<file path="config.mk">
export PLATFORM = sky130hd
export DESIGN_NAME = hd_codec_arbiter
export DESIGN_NICKNAME = d
export VERILOG_FILES = /design/src/rtl/hd_codec_pkg.sv /design/src/rtl/hd_rr_arbiter.sv /design/src/rtl/hd_codec_arbiter.sv
export SDC_FILE = /design/constraint.sdc
export NUM_CORES = 1
export LEC_CHECK = 0
export CAP_MARGIN = 20
export CORE_MARGIN = 5
export CORE_UTILIZATION = 44
export CTS_CLUSTER_SIZE = 28
export DETAILED_ROUTE_END_ITERATION = 7
export MAX_ROUTING_LAYER = met4
export PLACE_DENSITY = 0.81
export REMOVE_ABC_BUFFERS = 1
export SLEW_MARGIN = 0
export SYNTH_ARGS = -nofsm -noshare
export SYNTH_HDL_FRONTEND = slang
export SYNTH_SLANG_ARGS = --single-unit
</file>
<file path="constraint.sdc">
create_clock -name clk -period 4.6 [get_ports clk]
set_input_delay 0.92 -clock clk [delete_from_list [all_inputs] [get_ports clk]]
set_output_delay 0.92 -clock clk [all_outputs]
set_load 0.01 [all_outputs]
</file>
<file path="src/rtl/hd_codec_pkg.sv">
// Shared constants, FSM state encoding and syndrome classification
// for the Hamming (12,8) decode arbiter.
package hd_codec_pkg;

   localparam int CW_W        = 12;
   localparam int DATA_W      = 8;
   localparam int SYN_W       = 4;
   localparam int SYN_MAX_POS = 12;

   typedef enum logic [1:0] {IDLE, ISSUE, HOLD} state_e;

   typedef enum logic [1:0] {SYN_NONE, SYN_CORR, SYN_UNCORR} syn_class_e;

   // A syndrome names a 1-based bit position; anything past the last
   // codeword bit cannot come from a single error.
   function automatic syn_class_e syn_class(input logic [SYN_W-1:0] syn);
      syn_class_e cls;
      if (syn == '0)
         cls = SYN_NONE;
      else if (int'(syn) <= SYN_MAX_POS)
         cls = SYN_CORR;
      else
         cls = SYN_UNCORR;
      return cls;
   endfunction

endpackage

</file>
<file path="src/rtl/hd_rr_arbiter.sv">
// Round-robin grant over N_REQ valid lines; the search starts one past
// the last granted index, and the pointer advances only on gnt_en_i.
module hd_rr_arbiter #(
   parameter int N_REQ = 4,
   parameter int ID_W  = $clog2(N_REQ)
) (
   input  logic             clk,
   input  logic             rst_n,
   input  logic [N_REQ-1:0] valid_i,
   input  logic             gnt_en_i,
   output logic             any_o,
   output logic [N_REQ-1:0] gnt_o,
   output logic [ID_W-1:0]  gnt_id_o
);

   logic [ID_W-1:0] last_q;

   always_comb begin
      int              idx;
      logic [ID_W-1:0] idx_w;
      any_o    = 1'b0;
      gnt_o    = '0;
      gnt_id_o = '0;
      idx      = 0;
      idx_w    = '0;
      for (int k = 1; k <= N_REQ; k++) begin
         idx = int'(last_q) + k;
         if (idx >= N_REQ) idx = idx - N_REQ;
         idx_w = idx[ID_W-1:0];
         if (!any_o && valid_i[idx_w]) begin
            any_o        = 1'b1;
            gnt_o[idx_w] = 1'b1;
            gnt_id_o     = idx_w;
         end
      end
   end

   always_ff @(posedge clk or negedge rst_n) begin
      if (!rst_n)
         last_q <= ID_W'(N_REQ - 1);
      else if (gnt_en_i && any_o)
         last_q <= gnt_id_o;
   end

endmodule

</file>
<file path="src/rtl/hd_codec_arbiter.sv">
// Shares one external Hamming (12,8) decoder among N_REQ requesters.
// Optional build macro HD_ARB_STATS_EN adds corrected/uncorrectable counters.
module hd_codec_arbiter
   import hd_codec_pkg::*;
#(
   parameter int N_REQ = 4,
   parameter int ID_W  = $clog2(N_REQ)
) (
   input  logic                  clk,
   input  logic                  rst_n,
   input  logic [N_REQ-1:0]      req_valid,
   output logic [N_REQ-1:0]      req_ready,
   input  logic [N_REQ*CW_W-1:0] req_cw,
   output logic [CW_W-1:0]       codec_cw,
   input  logic [DATA_W-1:0]     codec_data,
   input  logic [SYN_W-1:0]      codec_syn,
   output logic                  rsp_valid,
   input  logic                  rsp_ready,
   output logic [ID_W-1:0]       rsp_id,
   output logic [DATA_W-1:0]     rsp_data,
   output logic                  rsp_corr,
   output logic                  rsp_uncorr
`ifdef HD_ARB_STATS_EN
   ,
   input  logic                  stat_clr,
   output logic [15:0]           cnt_corr,
   output logic [15:0]           cnt_uncorr
`endif
);

   state_e            state_q, state_d;
   logic              grant_en;
   logic              any_req;
   logic [N_REQ-1:0]  gnt;
   logic [ID_W-1:0]   gnt_id;
   logic [ID_W-1:0]   id_q;
   logic [CW_W-1:0]   codec_cw_q;
   logic              rsp_valid_q, rsp_corr_q, rsp_uncorr_q;
   logic [ID_W-1:0]   rsp_id_q;
   logic [DATA_W-1:0] rsp_data_q;
   logic              rsp_hs;
   syn_class_e        cls;

   assign rsp_hs = rsp_valid_q & rsp_ready;
   assign cls    = syn_class(codec_syn);

   hd_rr_arbiter #(.N_REQ(N_REQ), .ID_W(ID_W)) u_rr (
      .clk      (clk),
      .rst_n    (rst_n),
      .valid_i  (req_valid),
      .gnt_en_i (grant_en),
      .any_o    (any_req),
      .gnt_o    (gnt),
      .gnt_id_o (gnt_id)
   );

   // Freeing the response slot and granting the next request share one cycle.
   always_comb begin
      state_d  = state_q;
      grant_en = 1'b0;
      unique case (state_q)
         IDLE: begin
            if (any_req) begin
               grant_en = 1'b1;
               state_d  = ISSUE;
            end
         end
         ISSUE: state_d = HOLD;
         HOLD: begin
            if (rsp_hs) begin
               grant_en = any_req;
               state_d  = any_req ? ISSUE : IDLE;
            end
         end
         default: state_d = IDLE;
      endcase
   end

   assign req_ready = grant_en ? gnt : '0;

   always_ff @(posedge clk or negedge rst_n) begin
      if (!rst_n) begin
         state_q    <= IDLE;
         codec_cw_q <= '0;
         id_q       <= '0;
      end else begin
         state_q <= state_d;
         if (grant_en) begin
            codec_cw_q <= req_cw[int'(gnt_id)*CW_W +: CW_W];
            id_q       <= gnt_id;
         end
      end
   end

   // The decoder settles during ISSUE, so its result is captured there.
   always_ff @(posedge clk or negedge rst_n) begin
      if (!rst_n) begin
         rsp_valid_q  <= 1'b0;
         rsp_id_q     <= '0;
         rsp_data_q   <= '0;
         rsp_corr_q   <= 1'b0;
         rsp_uncorr_q <= 1'b0;
      end else if (state_q == ISSUE) begin
         rsp_valid_q  <= 1'b1;
         rsp_id_q     <= id_q;
         rsp_data_q   <= codec_data;
         rsp_corr_q   <= (cls == SYN_CORR);
         rsp_uncorr_q <= (cls == SYN_UNCORR);
      end else if (rsp_hs) begin
         rsp_valid_q <= 1'b0;
      end
   end

   assign codec_cw   = codec_cw_q;
   assign rsp_valid  = rsp_valid_q;
   assign rsp_id     = rsp_id_q;
   assign rsp_data   = rsp_data_q;
   assign rsp_corr   = rsp_corr_q;
   assign rsp_uncorr = rsp_uncorr_q;

`ifdef HD_ARB_STATS_EN
   logic [15:0] cnt_corr_q, cnt_uncorr_q;

   always_ff @(posedge clk or negedge rst_n) begin
      if (!rst_n) begin
         cnt_corr_q   <= '0;
         cnt_uncorr_q <= '0;
      end else if (stat_clr) begin
         cnt_corr_q   <= '0;
         cnt_uncorr_q <= '0;
      end else if (rsp_hs) begin
         if (rsp_corr_q && cnt_corr_q != 16'hFFFF)
            cnt_corr_q <= cnt_corr_q + 16'd1;
         if (rsp_uncorr_q && cnt_uncorr_q != 16'hFFFF)
            cnt_uncorr_q <= cnt_uncorr_q + 16'd1;
      end
   end

   assign cnt_corr   = cnt_corr_q;
   assign cnt_uncorr = cnt_uncorr_q;
`endif

endmodule
</file>
Run 1, cell area per tile:
The die is cut into 8 by 8 equal tiles; white is low, dark blue is high, 0 to 100% covered.
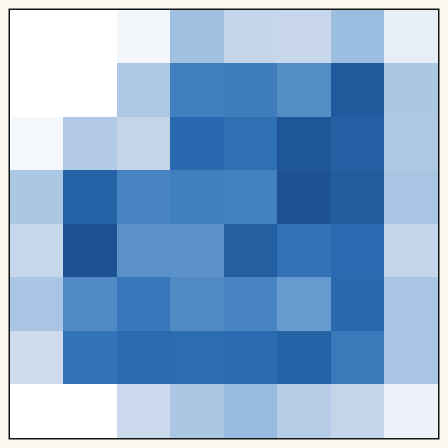
The fullest tile reaches 86%. The mean over all tiles is 48%. The densest ninth of the die: middle. 23% of the tiles are over 75% full. 9.4% of the tiles are nearly empty.
final core utilization: 0.6397
core footprint: 5473 um^2

Run 1, cell outlines without signal wires:
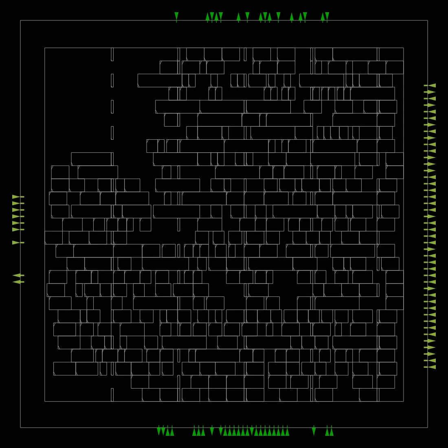
sequential share of cell area: 0.2223
flop count: 31

Run 1, a small window of the routed layout:
Window x 53 to 73, y 53 to 73 um. Cells in gray, sequential cells in the stronger gray; small squares are vias.
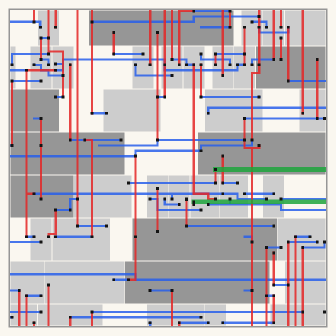
Key: metal 2 = red; metal 3 = green; metal 1 = blue
Netlist names of flops here include rsp_data (2). Most frequent: nand2_1 (14), clkdlybuf4s50_1 (9), dfrtp_1 (5). Sequential cells in the window: 5. 36 logic cells have their middle in the window.

==> results.rst, run 1 <==
Flow metrics
------------

.. list-table::
   :header-rows: 1

   * - Metric
     - Value
   * - Status
     - finished clean
   * - Port-buffer cells
     - 95
   * - Sum of negative setup slack
     - 0 ps
   * - Largest net degree at the start of global routing
     - 37
   * - Critical path required time
     - 3680 ps
   * - DR DRC count
     - 0
   * - Number of placed instances with taps included
     - 422
   * - Final tally of max-slew violations
     - 0
   * - Number of synthesized flops with an enable pin
     - 0
   * - Mean instance size in the synthesized netlist
     - 9.064 um^2
   * - Detailed-route via count
     - 2481
   * - Number of cells in the finished layout apart from fillers
     - 429
   * - Setup slack of the most critical reg-to-reg path
     - 650 ps
   * - Number of antenna-violating nets in the routed design
     - 0
   * - Unique cell types
     - 46
   * - Cell internal power dissipation
     - 1467 uW
   * - Setup skew after layout
     - 6.435 ps
   * - Worst hold path type
     - flip-flop to flip-flop
   * - Maximum Capacitance Violations
     - 0
   * - Launch instance of the worst register-to-register path
     - u_rr.last_q[1]$_DFFE_PN1P_
   * - Area overhead of the layout relative to synthesis
     - 43.05%
   * - Number of warnings in the stage logs
     - 32
   * - Worst Path Class, Setup
     - flip-flop to output pin
   * - Core Util at FP
     - 0.4472
   * - Reported sequential group power
     - 517 uW
   * - TritonCTS Buffers
     - 5
   * - Critical path origin
     - u_rr.last_q[1]$_DFFE_PN1P_
   * - Worst path arrival time
     - 3430 ps
   * - Sw Ratio
     - 0.4632
   * - Chip area line of the yosys report
     - 2447 um^2
   * - Portion of total power attributed to sequential cells
     - 0.189
   * - Number of hold-slack violations in the final timing report
     - 0
   * - Clock Power
     - 214 uW
   * - Cell taking the most area after synthesis
     - dfrtp_1
   * - Final layout net count
     - 432
   * - Share of final-layout standard cells stronger than drive strength 1
     - 0.08964
   * - Total cells reported by yosys after synthesis
     - 270
   * - Total wire length
     - 7429 um
   * - Power per Cell Area
     - 780.8 nW/um^2
   * - Placed cell area
     - 3411 um^2
   * - Dpl ws
     - 317.3 ps
   * - Min cycle time layout
     - 4351 ps
## run 1: layer usage
layer | global-route usage | part of all wire | up-vias
met5 | - | 0 | -
li1 | - | - | 1196
met4 | 0.04460 | 0.0069 | 0
met2 | 0.3416 | 0.50 | 94
met3 | 0.03238 | 0.065 | 4
met1 | 0.2817 | 0.43 | 1187
## run 1: cell type report
| type | count | area (um^2) |
|---|---|---|
| flip-flops and latches | 31 | 778.2 |
| repair buffers | 102 | 1003 |
| fillers | 469 | 1972 |
| clock buffers | 6 | 82.58 |
| well taps | 72 | 90.09 |
| inverters | 4 | 15.01 |
| clock inverters | 1 | 5.005 |
| multi-input cells | 213 | 1526 |
## run 1: cells by family (layout without fill, tap and decap cells)
| logic type | Yosys count | in the layout | share of synthesized area |
|---|---|---|---|
| AND-OR/OR-AND | 85 | 85 | 0.2618 |
| adder cells (fa/ha/maj) | 8 | 8 | 0.04090 |
| buffers and inverters | 26 | 113 | 0.05931 |
| flip-flops | 31 | 31 | 0.3180 |
| multiplexers | 21 | 21 | 0.1140 |
| AND/OR/NAND/NOR | 99 | 99 | 0.2060 |
## run 1: worst max-delay path: stages, from the launching register on
cell	delay, ps
dfstp_2	660
inv_1	180
ha_2	440
mux4_2	610
nor3_2	270
and2_1	240
a221oi_1	100
nor2_1	100
clkdlybuf4s50_1	550
## run 1: registers in the layout (all words and copies together) (netlist names)
register / cells
rsp_valid: 1
id_q: 2
u_rr.last_q: 2
state_q: 2
codec_cw: 12
rsp_data: 8
rsp_id: 2
rsp_corr: 1
rsp_uncorr: 1
## run 1: repair_timing
action,CTS,global route
endpoints found under the setup margin,0,1
hold buffers,0,0
gates resized,0,1
==> inputs of run 2 (changes only) <==
Settings changed: REMOVE_ABC_BUFFERS 1 to default.
Run 2, cell outlines without signal wires:
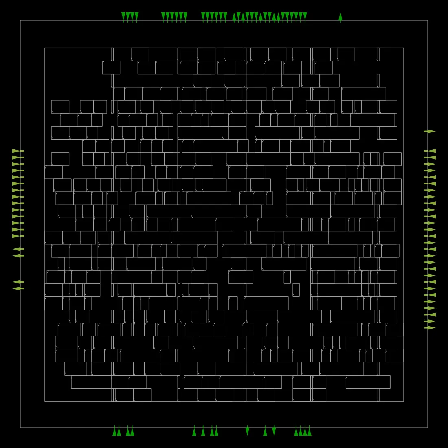
number of cells in the finished layout apart from fillers: 430
fillcell total: 486

==> run 2 against run 1 <==
Combinational power about the same. Clock skew fell by 1.0 ps. Register-to-register slack gained 470 ps. Cell area up 0.79%. Sequential share of layout area fell by 0.17 points. Largest cell class unchanged. Global-route usage down 1.2 points. Final cell count up 0.23%. Setup slack better by 23 ps. Sequential power is 0.8% lower. Power grew 2.7%.
==> results.rst, run 2 <==
Flow metrics
------------

.. list-table::
   :header-rows: 1

   * - Metric
     - Value
   * - Status
     - finished clean
   * - Total wire length
     - 7050 um
   * - Area fraction in and, or, nand and nor cells
     - 0.2060
   * - Library cell contributing the largest single delay on the critical path
     - dfstp_2
   * - Number of flip-flops in the largest register
     - 12
   * - Largest net degree at the start of global routing
     - 37
   * - Final layout net count
     - 432
   * - Complex-gate fraction of the synthesized area
     - 0.2618
   * - Hold buffer count at CTS
     - 0
   * - Final tally of max-slew violations
     - 0
   * - Placed cell area
     - 3411 um^2
   * - TritonCTS Buffers
     - 5
   * - Ordered cell list for the critical path
     - inv_1 > ha_1 > mux4_2 > nor3_2 > and2_1 > a221oi_1 > nor2_1 > clkdlybuf4s50_1
   * - Logic family by area
     - AND-OR/OR-AND gates
   * - Number of synthesized flops with an enable pin
     - 0
   * - Sw Ratio
     - 0.4560
   * - Cts repair resizes
     - 0
   * - Number of hold-slack violations in the final timing report
     - 0
   * - Worst hold path type
     - flip-flop to flip-flop
   * - Adder Share, Synth
     - 0.04090
   * - Sum of negative setup slack
     - 0 ps
   * - Worst path arrival time
     - 3410 ps
   * - Maximum Capacitance Violations
     - 0
   * - Critical path required time
     - 3680 ps
   * - Cell internal power dissipation
     - 1527 uW
   * - Final core utilization
     - 0.6447
   * - Detailed-route via count
     - 2459
   * - Number of warnings in the stage logs
     - 33
   * - Setup slack of the most critical reg-to-reg path
     - 1120 ps
   * - Number of placed instances with taps included
     - 422
   * - Mux share of post-synthesis cell area
     - 0.1140
   * - Worst Path Class, Setup
     - flip-flop to output pin
   * - Maximum cell stage delay along the critical path
     - 650 ps
   * - Core footprint
     - 5473 um^2
   * - Total cells reported by yosys after synthesis
     - 270
   * - Min cycle time layout
     - 4329 ps
   * - Portion of total power attributed to sequential cells
     - 0.183
   * - Mean instance size in the synthesized netlist
     - 9.064 um^2
   * - Synthesized-area fraction occupied by xor and xnor cells
     - 0
   * - Port-buffer cells
     - 95
Run 2, cells by drive strength:
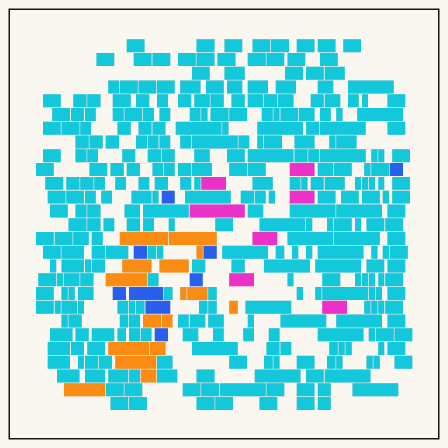
Key: _2 cells = orange [cells 16]; _6 and larger = magenta [cells 7]; _0 and _1 cells = cyan [cells 326]; _3 and _4 cells = blue [cells 9]
min setup slack post-route: 271.5 ps
area overhead of the layout relative to synthesis: 44.17%
number of buffers outside the clock class in the layout: 102

-- run 2: cell count changes in the layout (fill, tap and decap cells not counted) --
cell / before / now
ha_2: 1 / 0
ha_1: 7 / 8
bufinv_16: 0 / 1
-- run 2: path summary, 6_finish.rpt --
kind | start | to
setup / recovery | u_rr.last_q[1]$_DFFE_PN1P_ | req_ready[3]
hold / removal | rsp_id[1]$_DFFE_PN0P_ | rsp_id[1]$_DFFE_PN0P_
setup reg to reg | u_rr.last_q[1]$_DFFE_PN1P_ | codec_cw[5]$_DFFE_PN0P_
hold reg to reg | rsp_id[1]$_DFFE_PN0P_ | rsp_id[1]$_DFFE_PN0P_
max in group asynchronous | rst_n | u_rr.last_q[0]$_DFFE_PN1P_
min in group asynchronous | rst_n | codec_cw[9]$_DFFE_PN0P_
-- run 2: routing by layer --
metal	global-route usage	wire, um	up-vias
met1	0.2625	3038	1161
li1	-	-	1196
met3	0.03925	467	4
met5	-	0	-
met2	0.3246	3513	98
met4	0.03309	31	0
-- run 2: critical path, delay by kind of cell (launching register included) --
family / cells / cell delay [ps]
multiplexers: 1 / 630
AND-OR/OR-AND: 1 / 100
AND/OR/NAND/NOR: 3 / 590
adder cells (fa/ha/maj): 1 / 450
buffers and inverters: 2 / 700
flip-flops: 1 / 650
-- run 2: final cells by class --
cell class              instances  area (um^2)  share of cell area
multi-input cells             213         1524              0.4319
repair buffers                102         1003              0.2844
flip-flops and latches         31        778.2              0.2206
well taps                      72        90.09             0.02553
clock buffers                   6        82.58             0.02340
clock inverters                 2        35.03            0.009929
inverters                       4        15.01            0.004255
-- run 2: power by group through the flow --
stage                     clock network, uW  logic (uW)  registers, uW
final                                   274        2020            513
after global routing                    296        2210            533
after CTS                               281        2020            514
after detailed placement                  0        2010            519
after global placement                    0        1980            512
after floorplan                           0        1390            562
Power is estimated from default activity; no workload was simulated.
